### config.mk
export PLATFORM = sky130hd
export DESIGN_NAME = motor_ramp_ctrl
export DESIGN_NICKNAME = d
export VERILOG_FILES = /design/src/rtl/motor_ramp_ctrl.sv
export SDC_FILE = /design/constraint.sdc
export NUM_CORES = 1
export LEC_CHECK = 0
export CAP_MARGIN = 20
export CORE_MARGIN = 2
export CORE_UTILIZATION = 50
export CTS_CLUSTER_DIAMETER = 40
export DETAILED_ROUTE_END_ITERATION = 6
export GPL_TIMING_DRIVEN = 0
export HOLD_SLACK_MARGIN = 0.15
export PLACE_DENSITY = 0.73
export SYNTH_ARGS = -nofsm -noshare
export SYNTH_HDL_FRONTEND = slang
export SYNTH_SLANG_ARGS = --single-unit
### constraint.sdc
create_clock -name PCLK -period 9.8 [get_ports PCLK]
set_input_delay 1.47 -clock PCLK [delete_from_list [all_inputs] [get_ports PCLK]]
set_output_delay 1.47 -clock PCLK [all_outputs]
set_load 0.05 [all_outputs]
### src/rtl/motor_ramp_ctrl.sv
// motor_ramp_ctrl: APB write master that sequences one motor's PWM/H-bridge
// slave. Ramps duty toward the commanded speed at a fixed slew, forces
// zero duty plus a coast dead-time before any bridge direction change, and
// parks the motor (duty 0, bridge open) while ESTOP is held.
//
//   state        | meaning
//   -------------+-----------------------------------------------------------
//   S_ZERO_DUTY  | write duty=0 (after reset and on emergency stop)
//   S_ZERO_H     | write H=0000, then IDLE (or HOLD while ESTOP stays high)
//   S_IDLE       | waiting for a command, no motion pending
//   S_RAMP       | write one duty step toward the effective target
//   S_RAMP_WAIT  | slew timer between duty steps
//   S_HOFF       | write H=0000 ahead of a direction change
//   S_DEAD       | coast dead-time before enabling the new direction
//   S_HNEW       | write the new H code and adopt it as current direction
//   S_HOLD       | emergency stop parked, waits for ESTOP to drop
module motor_ramp_ctrl #(
  parameter int unsigned STEP        = 5,
  parameter int unsigned STEP_CYCLES = 20000,
  parameter int unsigned DEAD_CYCLES = 2000,
  parameter int unsigned DUTY_MAX    = 100
) (
  input  logic        PCLK,
  input  logic        PRESETN,
  input  logic        CMD_VALID,
  output logic        CMD_READY,
  input  logic [7:0]  CMD_SPEED,
  input  logic [1:0]  CMD_DIR,
  input  logic        ESTOP,
  output logic        M_PSEL,
  output logic        M_PENABLE,
  output logic        M_PWRITE,
  output logic [7:0]  M_PADDR,
  output logic [31:0] M_PWDATA,
  input  logic        M_PREADY,
  output logic        BUSY,
  output logic [7:0]  CUR_DUTY
);

  localparam logic [1:0]  DIR_COAST = 2'b00;
  localparam logic [1:0]  DIR_FWD   = 2'b01;
  localparam logic [1:0]  DIR_REV   = 2'b10;
  localparam logic [1:0]  DIR_BRAKE = 2'b11;
  localparam logic [7:0]  ADDR_DUTY = 8'h00;
  localparam logic [7:0]  ADDR_H    = 8'h04;
  localparam logic [7:0]  STEP_W    = 8'(STEP);
  localparam logic [7:0]  DMAX_W    = 8'(DUTY_MAX);
  localparam logic [31:0] STEP_LOAD = 32'(STEP_CYCLES - 1);
  localparam logic [31:0] DEAD_LOAD = 32'(DEAD_CYCLES - 1);

  typedef enum logic [3:0] {
    S_ZERO_DUTY, S_ZERO_H, S_IDLE, S_RAMP, S_RAMP_WAIT,
    S_HOFF, S_DEAD, S_HNEW, S_HOLD
  } state_t;

  state_t      state, state_nxt;
  logic [31:0] cnt, cnt_load;
  logic        acc, gap, busy_q;
  logic [7:0]  cur_duty, tgt_speed;
  logic [1:0]  cur_dir, tgt_dir;

  logic        wr_state, psel, done, cmd_ready, accept, tc;
  logic [7:0]  spd_clamped, nt_spd, ramp_tgt, ramp_diff, ramp_step, ramp_next;
  logic [1:0]  nt_dir;
  logic [7:0]  wr_addr;
  logic [31:0] wr_data;
  state_t      decide;

  // Bridge pattern per direction; each half-bridge pair never sees both legs on.
  function automatic logic [3:0] hcode(input logic [1:0] dir);
    case (dir)
      DIR_FWD:   return 4'b1001;
      DIR_REV:   return 4'b0110;
      DIR_BRAKE: return 4'b1010;
      default:   return 4'b0000;
    endcase
  endfunction

  // Duty the ramp should head for: zero while a direction change is pending
  // or when the direction is coast/brake, else the commanded speed.
  function automatic logic [7:0] eff_target(input logic [1:0] dir, input logic [7:0] spd,
                                            input logic [1:0] ref_dir);
    if (dir != ref_dir || dir == DIR_COAST || dir == DIR_BRAKE) return 8'd0;
    return spd;
  endfunction

  assign wr_state    = (state == S_ZERO_DUTY) || (state == S_ZERO_H) || (state == S_RAMP) ||
                       (state == S_HOFF) || (state == S_HNEW);
  // gap forces one PSEL-low cycle after every completed transfer
  assign psel        = wr_state && !gap;
  assign done        = acc && M_PREADY;
  assign cmd_ready   = ((state == S_IDLE) || (state == S_RAMP_WAIT) || (state == S_DEAD)) && !ESTOP;
  assign accept      = CMD_VALID && cmd_ready;
  assign spd_clamped = (CMD_SPEED > DMAX_W) ? DMAX_W : CMD_SPEED;
  // decisions taken in the accept cycle already see the incoming command
  assign nt_spd      = accept ? spd_clamped : tgt_speed;
  assign nt_dir      = accept ? CMD_DIR : tgt_dir;
  assign tc          = (cnt == 32'd0);

  // Next duty step: move toward target by at most STEP, never past it.
  always_comb begin
    ramp_tgt  = eff_target(tgt_dir, tgt_speed, cur_dir);
    ramp_diff = (ramp_tgt > cur_duty) ? (ramp_tgt - cur_duty) : (cur_duty - ramp_tgt);
    ramp_step = (ramp_diff < STEP_W) ? ramp_diff : STEP_W;
    ramp_next = (ramp_tgt > cur_duty) ? (cur_duty + ramp_step) : (cur_duty - ramp_step);
  end

  // Where to go when motion may be needed (IDLE, or end of a slew period).
  always_comb begin
    decide = S_IDLE;
    if (nt_dir != cur_dir) begin
      decide = (cur_duty != 8'd0) ? S_RAMP : S_HOFF;
    end else if (cur_duty != eff_target(nt_dir, nt_spd, cur_dir)) begin
      decide = S_RAMP;
    end
  end

  // Next-state logic.
  always_comb begin
    state_nxt = state;
    case (state)
      S_ZERO_DUTY: if (done) state_nxt = S_ZERO_H;
      S_ZERO_H:    if (done) state_nxt = ESTOP ? S_HOLD : S_IDLE;
      S_IDLE:      state_nxt = ESTOP ? S_ZERO_DUTY : decide;
      S_RAMP: begin
        if (!psel && ESTOP) state_nxt = S_ZERO_DUTY;
        else if (done)      state_nxt = ESTOP ? S_ZERO_DUTY : S_RAMP_WAIT;
      end
      S_RAMP_WAIT: begin
        if (ESTOP)   state_nxt = S_ZERO_DUTY;
        else if (tc) state_nxt = decide;
      end
      S_HOFF: begin
        if (!psel && ESTOP) state_nxt = S_ZERO_DUTY;
        else if (done)      state_nxt = ESTOP ? S_ZERO_DUTY : S_DEAD;
      end
      S_DEAD: begin
        if (ESTOP)   state_nxt = S_ZERO_DUTY;
        else if (tc) state_nxt = S_HNEW;
      end
      S_HNEW: begin
        if (!psel && ESTOP) state_nxt = S_ZERO_DUTY;
        else if (done) begin
          if (ESTOP) state_nxt = S_ZERO_DUTY;
          else if (cur_duty != eff_target(tgt_dir, tgt_speed, tgt_dir)) state_nxt = S_RAMP;
          else state_nxt = S_IDLE;
        end
      end
      S_HOLD:      if (!ESTOP) state_nxt = S_IDLE;
      default:     state_nxt = S_ZERO_DUTY;
    endcase
  end

  // Address/data for the write owned by the current state.
  always_comb begin
    wr_addr = ADDR_DUTY;
    wr_data = 32'd0;
    case (state)
      S_ZERO_H, S_HOFF: wr_addr = ADDR_H;
      S_RAMP:           wr_data = {24'd0, ramp_next};
      S_HNEW: begin
        wr_addr = ADDR_H;
        wr_data = {28'd0, hcode(tgt_dir)};
      end
      default: ;
    endcase
  end

  // Down-counter for slew and dead-time, reloaded on every state entry.
  always_comb begin
    cnt_load = 32'd0;
    if (state_nxt == S_RAMP_WAIT) cnt_load = STEP_LOAD;
    else if (state_nxt == S_DEAD) cnt_load = DEAD_LOAD;
  end

  // State register, timer and APB phase tracking.
  always_ff @(posedge PCLK or negedge PRESETN) begin
    if (!PRESETN) begin
      state  <= S_ZERO_DUTY;
      cnt    <= 32'd0;
      acc    <= 1'b0;
      gap    <= 1'b1;
      busy_q <= 1'b0;
    end else begin
      state  <= state_nxt;
      busy_q <= (state_nxt != S_IDLE);
      gap    <= done;
      if (done)              acc <= 1'b0;
      else if (psel && !acc) acc <= 1'b1;
      if (state_nxt != state) cnt <= cnt_load;
      else if (cnt != 32'd0)  cnt <= cnt - 32'd1;
    end
  end

  // Command latch, and slave-side view (duty/direction) updated on completion.
  always_ff @(posedge PCLK or negedge PRESETN) begin
    if (!PRESETN) begin
      tgt_speed <= 8'd0;
      tgt_dir   <= DIR_COAST;
      cur_duty  <= 8'd0;
      cur_dir   <= DIR_COAST;
    end else begin
      if (state_nxt == S_ZERO_DUTY && state != S_ZERO_DUTY) begin
        tgt_speed <= 8'd0;
        tgt_dir   <= DIR_COAST;
      end else if (accept) begin
        tgt_speed <= spd_clamped;
        tgt_dir   <= CMD_DIR;
      end
      if (done) begin
        case (state)
          S_RAMP:      cur_duty <= ramp_next;
          S_ZERO_DUTY: cur_duty <= 8'd0;
          S_ZERO_H:    cur_dir  <= DIR_COAST;
          S_HNEW:      cur_dir  <= tgt_dir;
          default: ;
        endcase
      end
    end
  end

  assign CMD_READY = cmd_ready;
  assign M_PSEL    = psel;
  assign M_PENABLE = acc;
  assign M_PWRITE  = psel;
  assign M_PADDR   = psel ? wr_addr : 8'd0;
  assign M_PWDATA  = psel ? wr_data : 32'd0;
  assign BUSY      = busy_q;
  assign CUR_DUTY  = cur_duty;

endmodule

run_1/pdn.png
Drawn at 3 px/um. Pins as bars on the die edge.
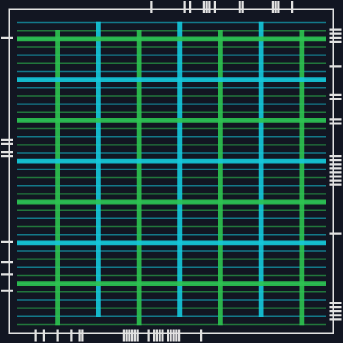
legend:
  VDD:
    colour: cyan
  VSS:
    colour: green
met1 rails: 38
rows: 37
met5 straps: 7
signal pins: 68
met4 straps: 7
die span in y: 108 um

run_1/cell_classes.png
Drawn at 2 px/um. Fill, decap, tap and diode cells in grey.
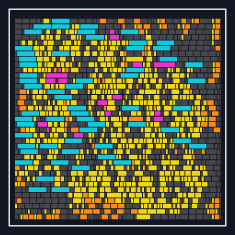
legend:
  all other logic:
    colour: yellow
    cells: 576
    share_of_their_area: 60%
  flip-flops:
    colour: cyan
    cells: 59
    share_of_their_area: 24%
  other buffers and delay cells:
    colour: orange
    cells: 96
    share_of_their_area: 12%
  clock drivers and dummy loads:
    colour: magenta
    cells: 16
    share_of_their_area: 3.6%
utilization after layout: 60.1%
core region area: 0.0104 mm2

==> run_results.csv, run 1 <==
group,metric,value,unit
outcome,status,"finished, final reports clean",
global_routing,grt_pass1_vias,4915,
worst_setup_path,rrSetupSlack,2.99,ns
clock_network,cts.htree.levels,3,
synth,async_reset_ff_share,100,%
clock_network,holdBufCountCts,0,
global_routing,grt_start_max_net_pins,37,
worst_setup_path,worstSetupPathType,"reg2out",
placed_design,pre_cts_ws,0.495,ns
placed_design,gp_congestion,0.935,
final_timing,timing.fmax,0.109,GHz
routing,wl_met3,902,um
clock_network,cts.sinks,59,
clock_network,cts_resized,0,
worst_setup_path,crit_top_cell,"ha_1",
clock_network,clk_path_buf_depth,2,
floorplan,rows,37,
final_timing,period_minus_slack,9.16,ns
finish,area_delta_synth_final,16.3,%
routing,wl,14100,um
final_timing,fin_crit_sh,93.5,%
routing,num_vias,5172,
finish,final_nets,789,
worst_setup_path,start_kind,"flip-flop",
final_timing,maxSlewViolCount,0,
clock_network,path_clk_slew,0.07,ns
worst_setup_path,slowest_delay,0.80,ns
synth,yosysTopAreaCell,"dfrtp_1",
synth,ys_chip_area,0.00536,mm2
placed_design,io_buffers,35,
global_routing,antenna_found_initial,0,
final_timing,finalHoldViolCount,0,
synth,yosysWarnings,0,
clock_network,root_buffer,"clkbuf_8",
placed_design,dp_cells,868,
routing,viasPerCell,5.86,
worst_setup_path,critical_path.endpoint_type,"output pin",
synth,yosys_cells,666,
run_1/clock_map.png
Drawn at 6 px/um.
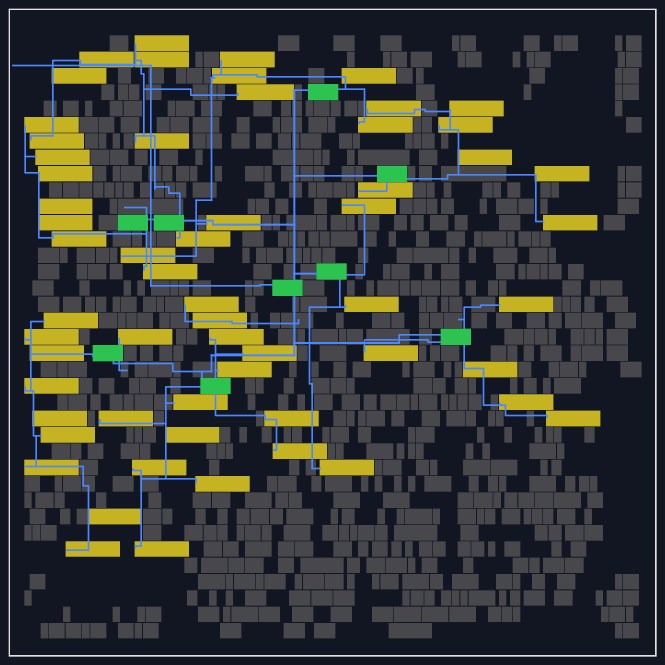
legend:
  clock wires:
    colour: blue
    length: 883 um
  cells driving clock nets:
    colour: green
    count: 9
  flip-flops:
    colour: yellow
    count: 59
routed clock nets: 10
Latency at later pin: 0.35 ns

-- run 1: placed cells by master, fill, tap and decap left out, drive strengths merged, types with 5 or more instances in the layout --
master | netlist | layout
a211oi | 8 | 8
a21o | 9 | 9
a21oi | 25 | 25
and2 | 13 | 13
buf | 38 | 40
clkbuf | 23 | 32
clkdlybuf4s50 | 0 | 33
conb | 1 | 31
dfrtp | 58 | 58
ha | 29 | 29
inv | 34 | 34
mux2i | 5 | 5
nand2 | 49 | 49
nand2b | 10 | 10
nand3 | 10 | 10
nand4 | 19 | 19
nor2 | 63 | 63
nor2b | 13 | 13
nor3 | 36 | 36
nor4 | 9 | 9
nor4b | 5 | 5
o211ai | 5 | 5
o21a | 12 | 12
o21ai | 46 | 46
o22ai | 6 | 6
o311ai | 7 | 7
or2 | 8 | 8
or3 | 7 | 7
or4 | 7 | 7
xnor2 | 36 | 36
xor2 | 14 | 14
-- run 1: state kept, by name (all words and copies together), names as in the netlist --
register / flops
cnt: 32
CUR_DUTY: 8
gap: 1
cur_dir: 2
tgt_speed: 8
M_PENABLE: 1
state: 4
BUSY: 1
tgt_dir: 2
-- run 1: final cells by class --
class                   instances  share of cell area (%)
repair buffers                 36                    5.90
well taps                     136                    2.73
clock inverters                 6                    1.44
plain buffers                  60                    5.74
multi-input cells             541                    56.3
inverters                      35                    2.11
clock buffers                  10                    2.05
flip-flops and latches         59                    23.7
-- run 1: per-stage QoR --
step | utilization [%]
final | 60.1
after global routing | 60.1
after CTS | 60.0
after detailed placement | 57.9
after global placement | 57.8
after floorplan | -
-- run 1: metal layers --
metal	up-vias	global-route usage [%]
met5	-	0
met4	0	8.33
met3	35	4.12
met2	185	42.1
met1	2483	32.4
li1	2469	-
-- run 1: worst max-delay path, delay by kind of cell, from the launching register on --
family,cells,cell delay (ns)
buf+inv,4,1.27
fa+ha+maj,4,0.87
compound gates,6,1.41
simple gates,13,2.99
xor+xnor,2,0.29
flops,1,0.52
-- run 1: worst min path at each step --
stage | endpoint | cells past startpoint | from
after floorplan | cnt[19]$_DFFE_PN0P_ | 2 | cnt[19]$_DFFE_PN0P_
after global placement | cnt[19]$_DFFE_PN0P_ | 2 | cnt[19]$_DFFE_PN0P_
after detailed placement | cnt[19]$_DFFE_PN0P_ | 2 | cnt[19]$_DFFE_PN0P_
after CTS | cnt[19]$_DFFE_PN0P_ | 2 | cnt[19]$_DFFE_PN0P_
after global routing | M_PENABLE$_DFFE_PN0P_ | 1 | M_PENABLE$_DFFE_PN0P_
final | M_PENABLE$_DFFE_PN0P_ | 1 | M_PENABLE$_DFFE_PN0P_
-- run 1: logic make-up after synthesis --
group / synth area share [%]
mux: 1.14
fa+ha+maj: 8.10
compound gates: 18.6
flops: 27.6
buf+inv: 9.20
other cells: 0.0700
xor+xnor: 8.17
simple gates: 27.1
## Run 2: what changed since run 1
--- a/config.mk
+++ b/config.mk
@@ -6,7 +6,6 @@
 export NUM_CORES = 1
 export LEC_CHECK = 0
 export CAP_MARGIN = 20
-export CORE_MARGIN = 2
 export CORE_UTILIZATION = 50
 export CTS_CLUSTER_DIAMETER = 40
 export DETAILED_ROUTE_END_ITERATION = 6
run_2/metal_stack.png
Drawn at 4 px/um. Two of the layers only.
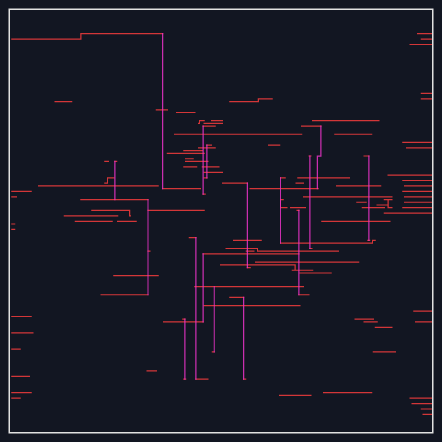
legend:
  met4:
    colour: magenta
    wire_length: 321 um
  met3:
    colour: red
    wire_length: 834 um

run_2/cell_classes.png
Drawn at 2 px/um. Fill, decap, tap and diode cells in grey.
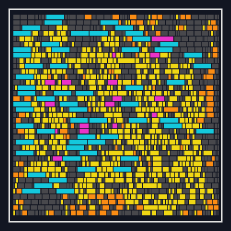
legend:
  clock drivers and dummy loads:
    colour: magenta
    cells: 16
    share_of_their_area: 3.4%
  all other logic:
    colour: yellow
    cells: 576
    share_of_their_area: 60%
  other buffers and delay cells:
    colour: orange
    cells: 96
    share_of_their_area: 12%
  flip-flops:
    colour: cyan
    cells: 59
    share_of_their_area: 24%
cell row count: 37
utilization after layout: 60.1%
Finished Cell Area: 0.00623 mm2
sequential cell area share: 23.7%

==> run 2 against run 1 <==
  * Synthesized cell count is the same
  * Final area is essentially flat
  * Worst setup slack gained 0.086 ns
  * Final cell count is the same
  * Worst hold slack gained 0.0016 ns
  * Core utilization is essentially flat
  * Maximum frequency grew 0.95%
  * Largest cell class unchanged
  * Synthesized area is the same
  * Global-route usage grew 0.69 points
==> run_results.csv, run 2 <==
group,metric,value,unit
synth,synth_flops,59,
outcome,status,"finished, final reports clean",
final_timing,period_minus_slack,9.07,ns
synth,yosysWarnings,0,
floorplan,die_y,106,um
worst_setup_path,crit_top_cell,"ha_1",
run,warning_count,37,
worst_setup_path,worstSetupPathType,"reg2out",
routing,num_vias,5126,
routing,viasPerCell,5.81,
clock_network,root_buffer,"clkbuf_8",
finish,drive_gt1_share,10.7,%
finish,area_delta_synth_final,16.3,%
finish,final_nets,789,
worst_setup_path,crit_fanout,10,
final_timing,rsz0062_at_grt,"false",
routing,drtIter0Drc,378,
final_timing,slew-limit-headroom,48.5,%
floorplan,chip_area,0.0111,mm2
routing,wl,13700,um
synth,yosys_cells,666,
worst_setup_path,slowest_delay,0.81,ns
final_timing,setup_tns,0,ns
floorplan,die_w,106,um
worst_setup_path,required,8.33,ns
routing,drc,0,
synth,most_common_cell,"nor2_1",
global_routing,antenna_found_initial,0,
placed_design,gp_congestion,0.933,
synth,syn_area_per_cell,8.05,um2
global_routing,grt_start_max_net_pins,42,
worst_setup_path,critical_path.endpoint_type,"output pin",
floorplan,core_util_floorplan,51.7,%
hold_path,hp-class,"reg2reg",
hold_path,hold_depth,1,
worst_setup_path,arrival,7.60,ns
placed_design,io_buffers,35,
clock_network,path_clk_slew,0.07,ns
floorplan,num_io_pins,68,
routing,detail-route-antenna-nets,0,
finish,mostFrequentLayoutCell,"nor2_1",
clock_network,insertion_delay,0.34,ns
clock_network,cts_tree,"yes",
synth,ys_chip_area,0.00536,mm2
final_timing,timing.fmax,0.110,GHz
worst_setup_path,start_kind,"flip-flop",
run,maxCapViolCount,0,
clock_network,clk_path_buf_depth,2,
global_routing,grt_pass1_vias,4816,
worst_setup_path,ff2ff_path_depth,28,
synth,syn_area,0.00536,mm2
final_timing,fin_crit_sh,92.6,%
global_routing,grt_pass1_wl,23100,um
synth,yosys_most_used_dff,"dfrtp_1",
final_timing,finalHoldViolCount,0,
synth,topCellsByArea,"dfrtp_1, ha_1, xnor2_1, buf_4, nor2_1",
synth,yosysTopAreaCellShare,27.1,%
finish,largest_reg_flops,32,
finish,final_cell_mix,"nor2_1, dfrtp_1, nand2_1, o21ai_0, xnor2_1",
final_timing,maxSlewViolCount,0,
synth,ys_seq_share,27.6,%
clock_network,post_cts_buffers,0,
clock_network,holdBufCountCts,0,
synth,synthTopCellsByCount,"nor2_1, dfrtp_1, nand2_1",
final_timing,fin_skew,0.0135,ns
placed_design,hpwl,10500,um
finish,top_register,"cnt",
synth,ys_types,73,
worst_setup_path,cp_slowest_cell,"clkdlybuf4s50_1",
finish,insertedDiodeCount,0,
synth,edf_count,0,
clock_network,cts.sinks,59,
clock_network,cts.htree.levels,3,
floorplan,coreArea,0.0104,mm2
synth,yosysTopAreaCell,"dfrtp_1",
global_routing,overflow,0,
routing,dr.pass1.iters,5,
synth,async_reset_ff_share,100,%
run_2/final_placement.png
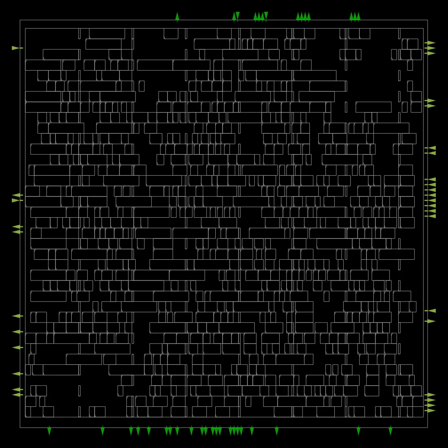
final cell count without fillers: 883
FF+latch count: 59
n_taps: 136
filler cell count: 979

[run 2: cell counts after synthesis]
Identical to the previous run, type by type.
[run 2: worst paths after layout]
| kind | from | end | slack (ns) |
|---|---|---|---|
| setup / recovery | tgt_dir[0]$_DFF_PN0_ | M_PWDATA[6] | 0.73 |
| setup reg to reg | tgt_dir[0]$_DFF_PN0_ | CUR_DUTY[6]$_DFFE_PN0P_ | 3.10 |
| hold / removal | M_PENABLE$_DFFE_PN0P_ | M_PENABLE$_DFFE_PN0P_ | 0.56 |
| max in group asynchronous | PRESETN | cnt[9]$_DFFE_PN0P_ | 8.12 |
| hold reg to reg | M_PENABLE$_DFFE_PN0P_ | M_PENABLE$_DFFE_PN0P_ | 0.56 |
| min in group asynchronous | PRESETN | state[0]$_DFF_PN0_ | 1.08 |
[run 2: kinds of logic after synthesis]
group / share of synthesized area [%]
multiplexers: 1.14
adder cells (fa/ha/maj): 8.10
flip-flops: 27.6
buffers and inverters: 9.20
AND-OR/OR-AND: 18.6
AND/OR/NAND/NOR: 27.1
other: 0.0700
XOR/XNOR: 8.17
[run 2: through the flow]
stage / setup slack [ns] / hold WS [ns] / cell area [um2] / cells
floorplan: 1.78 / 0.515 / 5470 / 696
global placement: 0.612 / 0.536 / 5990 / 867
detailed placement: 0.409 / 0.542 / 6010 / 868
CTS: 0.288 / 0.556 / 6220 / 884
global route: 0.133 / 0.589 / 6230 / 883
finish: 0.726 / 0.559 / 6230 / 883
[run 2: layout make-up]
type | instances | area, um2
Buffer | 60 | 358
Inverter | 35 | 131
Timing Repair Buffer | 36 | 365
Fill cell | 979 | 4140
Clock buffer | 12 | 155
Multi-Input combinational cell | 541 | 3530
Tap cell | 136 | 170
Sequential cell | 59 | 1480
Clock inverter | 4 | 50.0
[run 2: worst max-delay path, delay by kind of cell (launching register included)]
family,cells,cell delay (ns)
simple gates,12,2.57
compound gates,5,1.30
buf+inv,4,1.27
fa+ha+maj,4,0.89
flops,1,0.52
xor+xnor,3,0.45
mux,1,0.25
[run 2: routing by layer]
layer  GRT usage [%]  vias up  share of wire [%]
li1                -     2488                  -
met1            33.0     2426                 43
met2            43.3      177                 49
met3            4.45       35                6.1
met4            9.03        0                2.3
met5               0        -                  0
[run 2: timing repair]
action | CTS | global route
gates resized | 1 | 4
gates cloned | 0 | 0
endpoints found under the setup margin | 2 | 5
pin swaps | 0 | 0
